Signal wires on met3:
Drawn at 3 px/um.
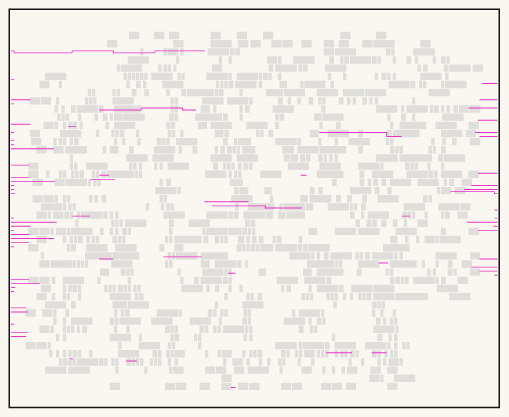
The metal 1 layer:
Drawn at 1.5 px/um. Supply wires on this layer in gray.
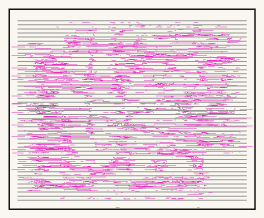
==> config.mk <==
export PLATFORM = sky130hd
export DESIGN_NAME = serial_alu_ctrl_flat
export DESIGN_NICKNAME = d
export VERILOG_FILES = /design/src/rtl/ssem_alu_pkg.sv /design/src/rtl/serial_alu_ctrl_if.sv /design/src/rtl/serial_alu_ctrl_fa.sv /design/src/rtl/serial_alu_ctrl.sv /design/src/flat_wrapper.sv
export SDC_FILE = /design/constraint.sdc
export NUM_CORES = 1
export LEC_CHECK = 0
export ABC_AREA = 1
export CAP_MARGIN = 20
export CORE_ASPECT_RATIO = 0.8
export CORE_MARGIN = 5
export CORE_UTILIZATION = 30
export DETAILED_ROUTE_END_ITERATION = 16
export PLACE_DENSITY_LB_ADDON = 0.05
export SKIP_LAST_GASP = 1
export SLEW_MARGIN = 10
export SYNTH_ARGS = -nofsm -noshare
export SYNTH_HDL_FRONTEND = slang
export SYNTH_SLANG_ARGS = --single-unit
export TNS_END_PERCENT = 1
==> constraint.sdc <==
create_clock -name clock -period 2.1 [get_ports clock]
set_input_delay 0.21 -clock clock [delete_from_list [all_inputs] [get_ports clock]]
set_output_delay 0.21 -clock clock [all_outputs]
set_load 0.05 [all_outputs]
==> flow_summary.rst <==
Synthesis and place-and-route
=============================

.. list-table::
   :header-rows: 1

   * - Metric
     - Value
   * - Worst rel slew slack
     - 58.83%
   * - Average cell area after synthesis
     - around 6.9 um^2
   * - Count of input and output buffers
     - 102
   * - Worst vdd ir
     - roughly 0.42 mV
   * - Via count of the first global-routing pass
     - between 5000 and 6000
   * - Initial antenna violation count
     - 0
   * - Top logic cells by instance count in the layout
     - 253 x nand2_1, 178 x nor2_1, 137 x dfxtp_1, 101 x clkdlybuf4s50_1, 93 x o21ai_0
   * - Overflow left after global routing
     - 0
   * - Initial detailed-routing violation count
     - roughly 260
   * - Inserted Clock Buffers
     - 17
   * - #FFs+latches synth
     - 137
   * - Maximum number of pins on one net before global-route repair
     - 100
   * - Fraction of layout instances using a drive strength above 1
     - roughly 5.6%
   * - Status
     - complete, no violations
   * - Final #Nets
     - around 970
   * - DRC violation count after routing
     - 0
   * - Post-CTS setup buffers
     - 0
   * - Worst setup EP type
     - output port
   * - Post-synthesis instance area
     - about 0.0056 mm^2
   * - Number of H-tree levels
     - 4
   * - Delay of the slowest critical-path stage
     - slightly below 500 ps
   * - Critical Path Source Type
     - flip-flop
   * - Row count
     - 44
   * - Number of synthesis warnings
     - 0
   * - Start-to-end type of the worst setup path
     - reg -> out
   * - Overall die width
     - 162.8 um
   * - Worst r2r path cells
     - 8
   * - Met2 Usage GRT
     - 21.59%
   * - Global-route layer with the greatest usage
     - met2
   * - Clock latency on the worst-skew pair
     - 420 ps
   * - Min Tclk post-route
     - approximately 2000 ps
   * - Via-to-Cell Ratio
     - ~4.5
   * - Cells after synthesis
     - just over 800
   * - Final weighted congestion in routability-driven placement
     - ~0.71
   * - Total die size
     - 0.02154 mm^2
   * - Wire length of the first global-routing pass
     - between 20000 and 25000 um
   * - Leading cell type in the layout, fill and taps excluded
     - nand2_1
   * - Number of warnings in the stage logs
     - 28
   * - Psw
     - 1761 uW
   * - Number of endpoints with negative hold slack in the final report
     - 0
   * - Maximum fanout along the worst path
     - 23
   * - Count of cells resized by post-cts repair
     - 0
   * - Net switching fraction of the power
     - a little over a quarter
   * - Power drawn by the clock network
     - around 3000 uW
   * - Nets in the synthesized netlist
     - 886
   * - Setup skew after layout
     - 12.33 ps
   * - Height of the die
     - 132.3 um
   * - Measured slew at the worst slew-check pin
     - just over 600 ps
   * - Achievable Freq
     - between 500 and 600 MHz
   * - RSZ-0062 raised after global routing
     - no
   * - Max Cap Violations
     - 0
   * - Number of cells on the critical path
     - 4
   * - Part of the cycle the worst path needs
     - a little over nine tenths
   * - Total cells reported by yosys after synthesis
     - 811
   * - Setup slack of the worst register-to-register path
     - about 250 ps
   * - Post-synth seq share
     - 48.92%
   * - Cell type of the slowest stage on the worst timing path
     - dfxtp_1
   * - Clock-pin slew on the worst setup and hold paths
     - roughly 60 ps
   * - Leak
     - ~0.0033 uW
   * - Kind of cell adding the most delay to the critical path
     - buffers and inverters
   * - Clock tree from TritonCTS
     - yes
   * - Total routing resource utilization after global routing
     - about 14%
   * - CTS Sinks
     - around 140
   * - Average wire per cell in the routed design
     - ~12 um
   * - Clk buf depth
     - 2
   * - Clock power frac
     - about 45%
   * - Core Area
     - roughly 0.018 mm^2
   * - CTS Hold Bufs
     - 0
   * - Hold path cells
     - 3
   * - Final slew viol count
     - 0
   * - TritonRoute pass-1 iters
     - 6
About 'signal wires on met3':
share of all routed wire: 3.5%
nets with wire on the layer: 61
longest straight run: 22.3 um
wire length on this layer: 501 um
main direction: horizontal
Routed WL: 14250 um
fraction of met3 tracks used by global routing: 3.720%
via count: 5157

About 'the metal 1 layer':
share of all routed wire: 51%
wire length on this layer: 7310 um
routing usage on met1: 18.35%

-- cells by family after synthesis --
family | share of synthesized area (%)
simple gates | 32.60
flops | 48.92
compound gates | 11.18
buf+inv | 5.512
fa+ha+maj | 1.473
xor+xnor | 0.3125
-- per-stage QoR --
stage	setup slack, ps	hold WS (ps)	utilization [%]	power (uW)	cell area [um^2]
floorplan	554.1	279.1	-	3407	5607
global route	6.597	421.3	40.87	7028	7471
detailed placement	248.4	454.1	37.58	3714	6869
global placement	233.6	450.3	37.58	3695	6869
finish	123.1	406.3	40.87	6680	7471
CTS	72.62	396.8	40.87	6781	7471
-- cells in the mapped netlist, drive strengths merged --
| cell type | count | area (um^2) |
|---|---|---|
| xnor2 | 1 | 8.760 |
| inv | 20 | 77.58 |
| xor2 | 1 | 8.760 |
| o21a | 1 | 7.510 |
| buf | 22 | 118.9 |
| nor2 | 178 | 668.1 |
| nand4 | 1 | 6.260 |
| nand2 | 254 | 955.9 |
| a21oi | 17 | 85.08 |
| dfxtp | 137 | 2743 |
| ha | 5 | 62.56 |
| nor3 | 1 | 5.000 |
| fa | 1 | 20.02 |
| clkbuf | 30 | 112.6 |
| o21ai | 106 | 534.3 |
| nand3 | 36 | 192.7 |
-- final cells by class --
cell class / instances / area, um^2 / area share [%]
Clock buffer: 18 / 439.2 / 5.878
Clock inverter: 14 / 162.7 / 2.177
Inverter: 20 / 78.83 / 1.055
Multi-Input combinational cell: 602 / 2567 / 34.37
Sequential cell: 137 / 2743 / 36.71
Tap cell: 253 / 316.6 / 4.237
Timing Repair Buffer: 113 / 1164 / 15.58
-- layer usage --
layer  vias up  wire length, um
met1      2345             7305
li1       2718                -
met2        85             6298
met3         9              501
met4         0              148
met5         -                0
-- worst min-delay path: stages --
cell	delay (ps)
clkdlybuf4s50_1	430
nand2_1	80
a21oi_1	50
Power is estimated from default activity; no workload was simulated.
